[config.mk]
export PLATFORM = sky130hd
export DESIGN_NAME = ipmred_encode_seq_flat
export DESIGN_NICKNAME = d
export VERILOG_FILES = /design/src/rtl/ipmred_encode_seq_if.sv /design/src/rtl/ipmred_encode_seq.sv /design/src/flat_wrapper.sv
export SDC_FILE = /design/constraint.sdc
export NUM_CORES = 1
export LEC_CHECK = 0
export ABC_AREA = 1
export CAP_MARGIN = 10
export CORE_ASPECT_RATIO = 0.7
export CORE_MARGIN = 8
export CORE_UTILIZATION = 30
export CTS_CLUSTER_SIZE = 8
export DETAILED_ROUTE_END_ITERATION = 10
export PLACE_DENSITY = 0.6
export SLEW_MARGIN = 20
export SYNTH_ARGS = -nofsm -noshare
export SYNTH_HDL_FRONTEND = slang
export SYNTH_SLANG_ARGS = --single-unit
[constraint.sdc]
create_clock -name clk -period 11.06 [get_ports clk]
set_input_delay 2.765 -clock clk [delete_from_list [all_inputs] [get_ports clk]]
set_output_delay 2.765 -clock clk [all_outputs]
set_load 0.05 [all_outputs]
[src/rtl/ipmred_encode_seq_if.sv]
// Handshake bundle for the IPM-RED encoder: input transaction (x, R, L1, L2)
// and output share vector Z, each with its own valid/ready pair.
interface ipmred_encode_seq_if #(
  parameter int V = 8
);
  localparam int RW = ((V > 2) ? (V - 2) : 1) * 8;

  logic            in_valid;
  logic            in_ready;
  logic [7:0]      x;
  logic [RW-1:0]   R;
  logic [V*8-1:0]  L1;
  logic [V*8-1:0]  L2;
  logic            out_valid;
  logic            out_ready;
  logic [V*8-1:0]  Z;

  modport master (
    output in_valid, x, R, L1, L2, out_ready,
    input  in_ready, out_valid, Z
  );

  modport slave (
    input  in_valid, x, R, L1, L2, out_ready,
    output in_ready, out_valid, Z
  );
endinterface

[src/rtl/ipmred_encode_seq.sv]
// Sequential IPM-RED encoder: Z0 encodes x under L1, Z1 encodes x^3 under L2,
// Z2..Zv-1 are the fresh random bytes. One GF(2^8) multiply pair per cycle.
module ipmred_encode_seq #(
  parameter int V = 8
) (
  input  logic               clk,
  input  logic               rst,
  ipmred_encode_seq_if.slave bus
);
  localparam int RW = ((V > 2) ? (V - 2) : 1) * 8;
  localparam int NR = (V > 2) ? (V - 2) : 1;
  localparam int JW = $clog2(V) + 1;

  typedef enum logic [2:0] {IDLE, SQ, CB, ACC, DONE} state_t;

  state_t        state;
  logic          out_valid_r;
  logic [7:0]    x_r;
  logic [7:0]    sq;
  logic [7:0]    acc0;
  logic [7:0]    acc1;
  logic [RW-1:0] r_r;
  logic [RW-1:0] l1_r;
  logic [RW-1:0] l2_r;
  logic [JW-1:0] j;
  logic [JW-1:0] k;

  logic [RW-1:0] l1_in;
  logic [RW-1:0] l2_in;
  logic [7:0]    sel_r;
  logic [7:0]    sel_l1;
  logic [7:0]    sel_l2;
  logic [7:0]    ma_a;
  logic [7:0]    ma_b;
  logic [7:0]    mb_a;
  logic [7:0]    mb_b;
  logic [7:0]    ma_p;
  logic [7:0]    mb_p;

  // GF(2^8) multiply modulo x^8+x^4+x^3+x+1 (shift-and-add with reduction)
  function automatic logic [7:0] gf_mul(input logic [7:0] a, input logic [7:0] b);
    logic [7:0] p;
    logic [7:0] aa;
    p  = 8'h00;
    aa = a;
    for (int i = 0; i < 8; i++) begin
      if (b[i]) p = p ^ aa;
      aa = {aa[6:0], 1'b0} ^ (aa[7] ? 8'h1B : 8'h00);
    end
    return p;
  endfunction

  // Only coefficient bytes 2..v-1 are meaningful; bytes 0/1 are implicit ones.
  if (V > 2) begin : g_wide
    logic unused_low;
    assign l1_in      = bus.L1[V*8-1:16];
    assign l2_in      = bus.L2[V*8-1:16];
    assign bus.Z      = {r_r, acc1, acc0};
    assign unused_low = ^{bus.L1[15:0], bus.L2[15:0]};
  end else begin : g_narrow
    logic unused_all;
    assign l1_in      = '0;
    assign l2_in      = '0;
    assign bus.Z      = {acc1, acc0};
    assign unused_all = ^{bus.R, bus.L1, bus.L2, r_r, l1_r, l2_r, sel_r, sel_l1, sel_l2};
  end

  assign bus.in_ready  = (state == IDLE);
  assign bus.out_valid = out_valid_r;

  assign k = j - JW'(2);

  always_comb begin
    sel_r  = 8'h00;
    sel_l1 = 8'h00;
    sel_l2 = 8'h00;
    for (int i = 0; i < NR; i++) begin
      if (k == JW'(i)) begin
        sel_r  = r_r[i*8 +: 8];
        sel_l1 = l1_r[i*8 +: 8];
        sel_l2 = l2_r[i*8 +: 8];
      end
    end
  end

  // MA is shared between squaring, cubing and the L1 accumulation
  always_comb begin
    ma_a = 8'h00;
    ma_b = 8'h00;
    mb_a = 8'h00;
    mb_b = 8'h00;
    case (state)
      SQ: begin
        ma_a = x_r;
        ma_b = x_r;
      end
      CB: begin
        ma_a = sq;
        ma_b = x_r;
      end
      ACC: begin
        ma_a = sel_l1;
        ma_b = sel_r;
        mb_a = sel_l2;
        mb_b = sel_r;
      end
      default: ;
    endcase
    ma_p = gf_mul(ma_a, ma_b);
    mb_p = gf_mul(mb_a, mb_b);
  end

  always_ff @(posedge clk or posedge rst) begin
    if (rst) begin
      state       <= IDLE;
      out_valid_r <= 1'b0;
      x_r         <= 8'h00;
      sq          <= 8'h00;
      acc0        <= 8'h00;
      acc1        <= 8'h00;
      r_r         <= '0;
      l1_r        <= '0;
      l2_r        <= '0;
      j           <= '0;
    end else begin
      case (state)
        IDLE: begin
          if (bus.in_valid) begin
            x_r   <= bus.x;
            r_r   <= bus.R;
            l1_r  <= l1_in;
            l2_r  <= l2_in;
            acc0  <= bus.x;
            j     <= JW'(2);
            state <= SQ;
          end
        end
        SQ: begin
          sq    <= ma_p;
          state <= CB;
        end
        CB: begin
          acc1 <= ma_p;
          if (V == 2) begin
            out_valid_r <= 1'b1;
            state       <= DONE;
          end else begin
            state <= ACC;
          end
        end
        ACC: begin
          acc0 <= acc0 ^ ma_p;
          acc1 <= acc1 ^ mb_p;
          j    <= j + JW'(1);
          if (j == JW'(V - 1)) begin
            out_valid_r <= 1'b1;
            state       <= DONE;
          end
        end
        DONE: begin
          if (bus.out_ready) begin
            out_valid_r <= 1'b0;
            state       <= IDLE;
          end
        end
        default: begin
          out_valid_r <= 1'b0;
          state       <= IDLE;
        end
      endcase
    end
  end
endmodule

[src/flat_wrapper.sv]
// flat-port wrapper written by rule: the top's interface ports become plain ports
module ipmred_encode_seq_flat 
#(
  parameter int V = 8
)
  (clk, rst, bus_in_valid, bus_x, bus_R, bus_L1, bus_L2, bus_out_ready, bus_in_ready, bus_out_valid, bus_Z);
  ipmred_encode_seq_if #(.V(V)) bus_i ();
  input  logic clk;
  input  logic rst;
  input wire logic [$bits(bus_i.in_valid)-1:0] bus_in_valid;
  input wire logic [$bits(bus_i.x)-1:0] bus_x;
  input wire logic [$bits(bus_i.R)-1:0] bus_R;
  input wire logic [$bits(bus_i.L1)-1:0] bus_L1;
  input wire logic [$bits(bus_i.L2)-1:0] bus_L2;
  input wire logic [$bits(bus_i.out_ready)-1:0] bus_out_ready;
  output wire logic [$bits(bus_i.in_ready)-1:0] bus_in_ready;
  output wire logic [$bits(bus_i.out_valid)-1:0] bus_out_valid;
  output wire logic [$bits(bus_i.Z)-1:0] bus_Z;
  assign bus_i.in_valid = bus_in_valid;
  assign bus_i.x = bus_x;
  assign bus_i.R = bus_R;
  assign bus_i.L1 = bus_L1;
  assign bus_i.L2 = bus_L2;
  assign bus_i.out_ready = bus_out_ready;
  assign bus_in_ready = bus_i.in_ready;
  assign bus_out_valid = bus_i.out_valid;
  assign bus_Z = bus_i.Z;
  ipmred_encode_seq #(.V(V)) u_core (.clk(clk), .rst(rst), .bus(bus_i));
endmodule
Fig. 1: run 1, M1 wires
(1 px per um)
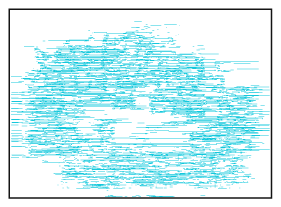
wire length on this layer	22.4 mm
longest straight run	86.0 um
main direction	horizontal

Fig. 2: run 1, sequential cells grouped by signal name
(2 px per um)
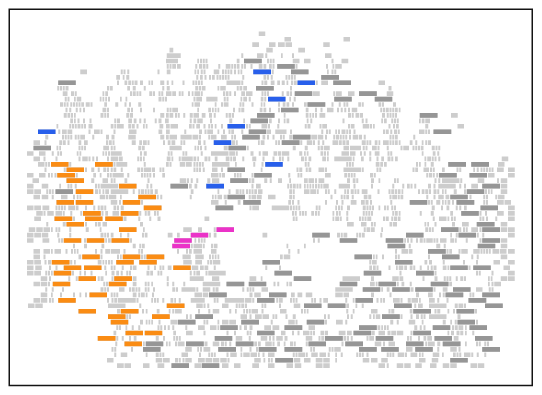
colour	signal	sequential cells
orange	u_core.l1_r	48
blue	u_core.x_r	8
magenta	u_core.j	4

Fig. 3: run 1, zoomed window
Window x 183 to 208, y 128 to 153 um. Cells in grey, sequential cells in the stronger grey; small squares are vias.
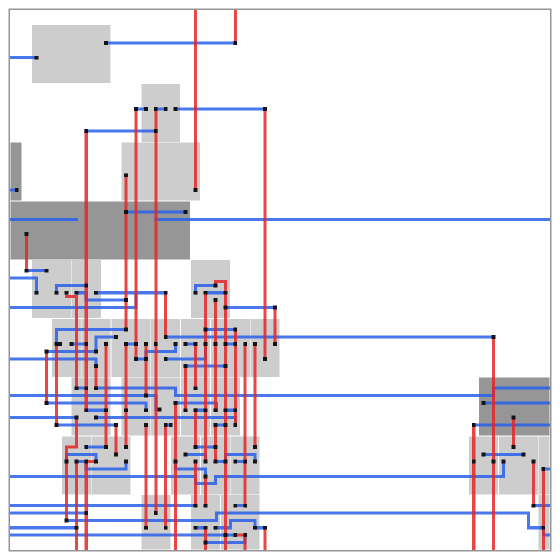
colour	layer
blue	M1
red	M2
netlist names of flops here include	u_core.acc1 (1)
sequential cells in the window	1
most frequent	nand2_1 (14), nand3_1 (9)
cells with their middle in the window	29

==> impl_metrics.toml, run 1 <==
# physical design summary
[cts]
cts_inserted_buffers = 17
cts_tree = "done"
path_clk_slew_ns = 0.08
cts_setup_buffers = 0

[cells_and_area]
design_area_um2 = 15800
fill_cells = 4360
clkCellAreaFrac_pct = 3.68
synthToLayoutAreaGrowth_pct = 25.5
buffers = 230

[final_timing]
post-route-min-period_ns = 5.16
fmax_mhz = 194
finalClockPeriodUsage_pct = 46.6
fin_hold_ws_ns = 0.475
final-setup-viol-count = 0
rsz0062_at_grt = "no"
worst_slew_pin_slew_ns = 0.914
finalHoldViolCount = 0
timing.final.ws_setup_ns = 5.90

[critical_path]
path_max_fanout = 4
r2r-end = "u_core.acc0[7]"
reg2reg_slack_ns = 6.08
crit_type = "flip-flop to primary output"
critPathBufInv = 2
cp-start-kind = "flip-flop"
slowest_delay_ns = 0.91
cp.required_ns = 8.30
end_kind = "primary output"
rr_startpoint = "u_core.j[0]"

[drt]
first_iter_violations = 1206
drcViolationCount = 0
wl_met2_um = 19800
highest_layer = "met4"

[placed_design]
post-place-ws_ns = 5.36

[global_route]
met3_usage_pct = 3.23
grt_pass1_vias = 12200

[min_path]
hold_end = "u_core.l2_r[47]"

[synthesis]
yosys_cells = 1919
aoi_share_pct = 7.17
top_area_share_pct = 36.6
xor_area_share_pct = 3.36
top_cells_by_area = "dfrtp_1 (37%), nand2_1 (26%), nand3_1 (7.4%)"
ys.flop_type = "dfrtp_1"

[run_status]
status = "completed"

[floorplan]
io-pin-count = 254
Fig. 4: run 1, routing congestion map
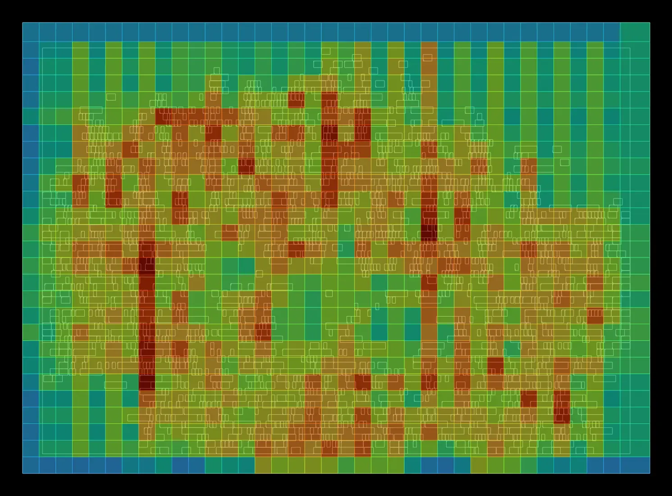

==> run 2: changes to the inputs <==
Settings changed: PLACE_DENSITY 0.6 to 0.62.
Clock period 11.06 ns to 4.25 ns, I/O delays scaled along.
Fig. 5: run 2, routing congestion map
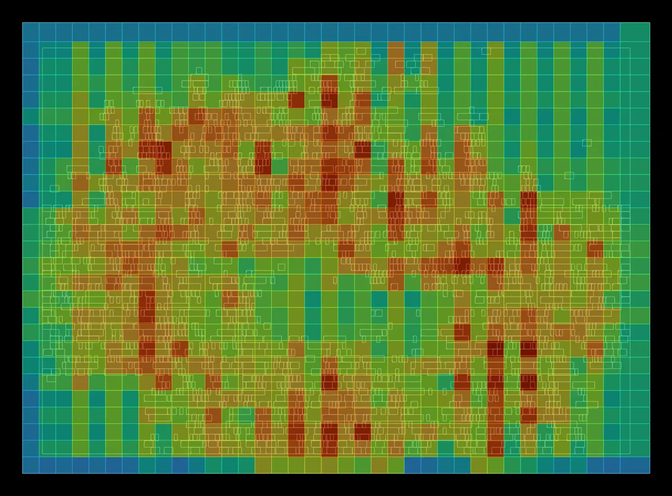
met1 Resource Use GR: 26.4%
met3 Use GR: 3.99%
WL/cell: 16.6 um
grt met2 use: 27.6%

==> run 2 against run 1 <==
First-iteration DRC count down 14%. Clock skew is 0.0045 ns higher. Die area stayed put. Clock-buffer cell count fell by 1. Hold slack worse by 0.0053 ns. Sequential share of layout area is 0.59 points lower. Critical path type is now flip-flop to flip-flop. Largest cell class unchanged.
==> impl_metrics.toml, run 2 <==
# physical design summary
[run_status]
status = "completed"

[synthesis]
ys.flop_type = "dfrtp_1"
yosys_cells = 1919
top_cells_by_area = "dfrtp_1 (37%), nand2_1 (26%), nand3_1 (7.4%)"

[cells_and_area]
fill_cells = 4327
buffers = 260
design_area_um2 = 16100

[drt]
drcViolationCount = 0

[critical_path]
end_kind = "flip-flop"
path_max_fanout = 10
rr_startpoint = "u_core.j[1]"
cp-start-kind = "flip-flop"
reg2reg_slack_ns = 0.44

[cts]
cts_setup_buffers = 0
path_clk_slew_ns = 0.08
cts_tree = "done"

[placed_design]
post-place-ws_ns = 0.334

[final_timing]
finalHoldViolCount = 0
rsz0062_at_grt = "no"
fmax_mhz = 263

[floorplan]
io-pin-count = 254
Fig. 6: run 2, zoomed window
Window x 183 to 208, y 128 to 153 um. Cells in grey, sequential cells in the stronger grey; small squares are vias.
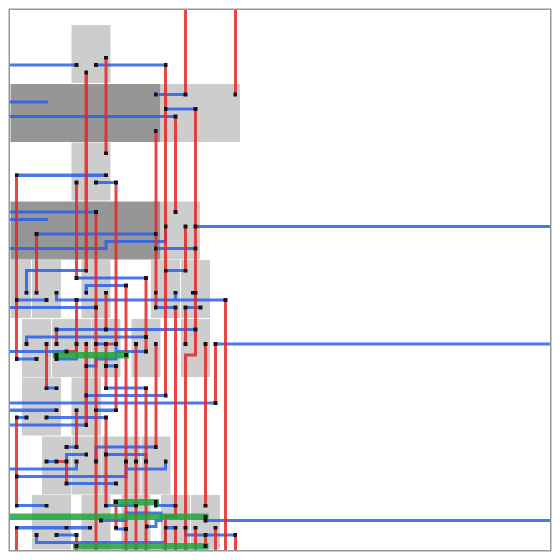
colour	layer
blue	M1
green	M3
red	M2
cells with their middle in the window	27
most frequent	nand2_1 (14), nand3_1 (8)
netlist names of flops here include	u_core.acc1 (2)
sequential cells in the window	2

==> run 3: changes to the inputs <==
Settings changed: CTS_BUF_LIST set to sky130_fd_sc_hd__clkbuf_4, SLEW_MARGIN 20 to unset.
==> run 3 against run 2 <==
Die area unchanged. Sequential share of layout area up 0.53 points. Wire length down 0.18%. Area after synthesis unchanged. Clock skew up 0.020 ns. Cell count about the same. Design area down 1.8%. Clock-buffer cell count unchanged. Largest cell class unchanged.
==> impl_metrics.toml, run 3 <==
# physical design summary
[placed_design]
place_inst = 2651
post-place-ws_ns = 0.334
portBuffers = 221
placed_area_um2 = 15500

[cts]
path_clk_slew_ns = 0.17
cts_tree = "done"
cts_setup_buffers = 0
cts_hold_buf = 0

[synthesis]
top_cells_by_area = "dfrtp_1 (37%), nand2_1 (26%), nand3_1 (7.4%)"
yosys_cells = 1919
synth.most_common_cell = "nand2_1"

[final_timing]
fmax_mhz = 262
finalHoldViolCount = 0
rsz0062_at_grt = "no"

[global_route]
use_met1_pct = 26.5
met3_usage_pct = 3.92
globalRouteMet2Util_pct = 27.5

[critical_path]
end_kind = "flip-flop"
cp-start-kind = "flip-flop"
reg2reg_slack_ns = 0.43
path_max_fanout = 10
rr_startpoint = "u_core.j[1]"

[floorplan]
rows = 62
io-pin-count = 254

[run_status]
status = "completed"

[cells_and_area]
clock_buffers = 17
fill_cells = 4374
n_all_inverters = 227

[min_path]
whs_path_depth = 2

[power_and_ir_drop]
Fig. 7: run 3, sequential cells grouped by signal name
(2 px per um)
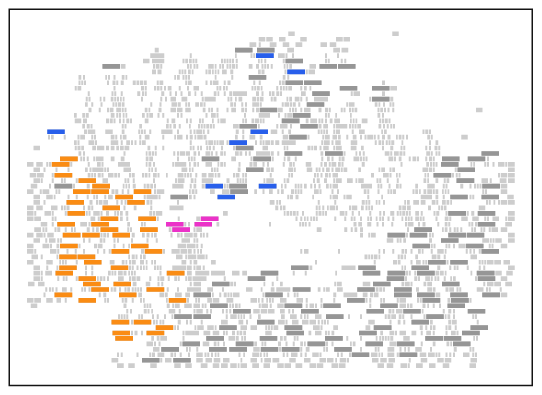
colour	signal	sequential cells
orange	u_core.l1_r	48
magenta	u_core.j	4
blue	u_core.x_r	8
not coloured	124
Seq area share: 29.1%
Core Util, Final: 38.4%

Fig. 8: run 3, M1 wires
(1 px per um)
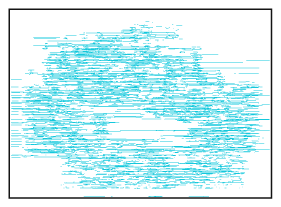
nets with wire on the layer	2104
main direction	horizontal

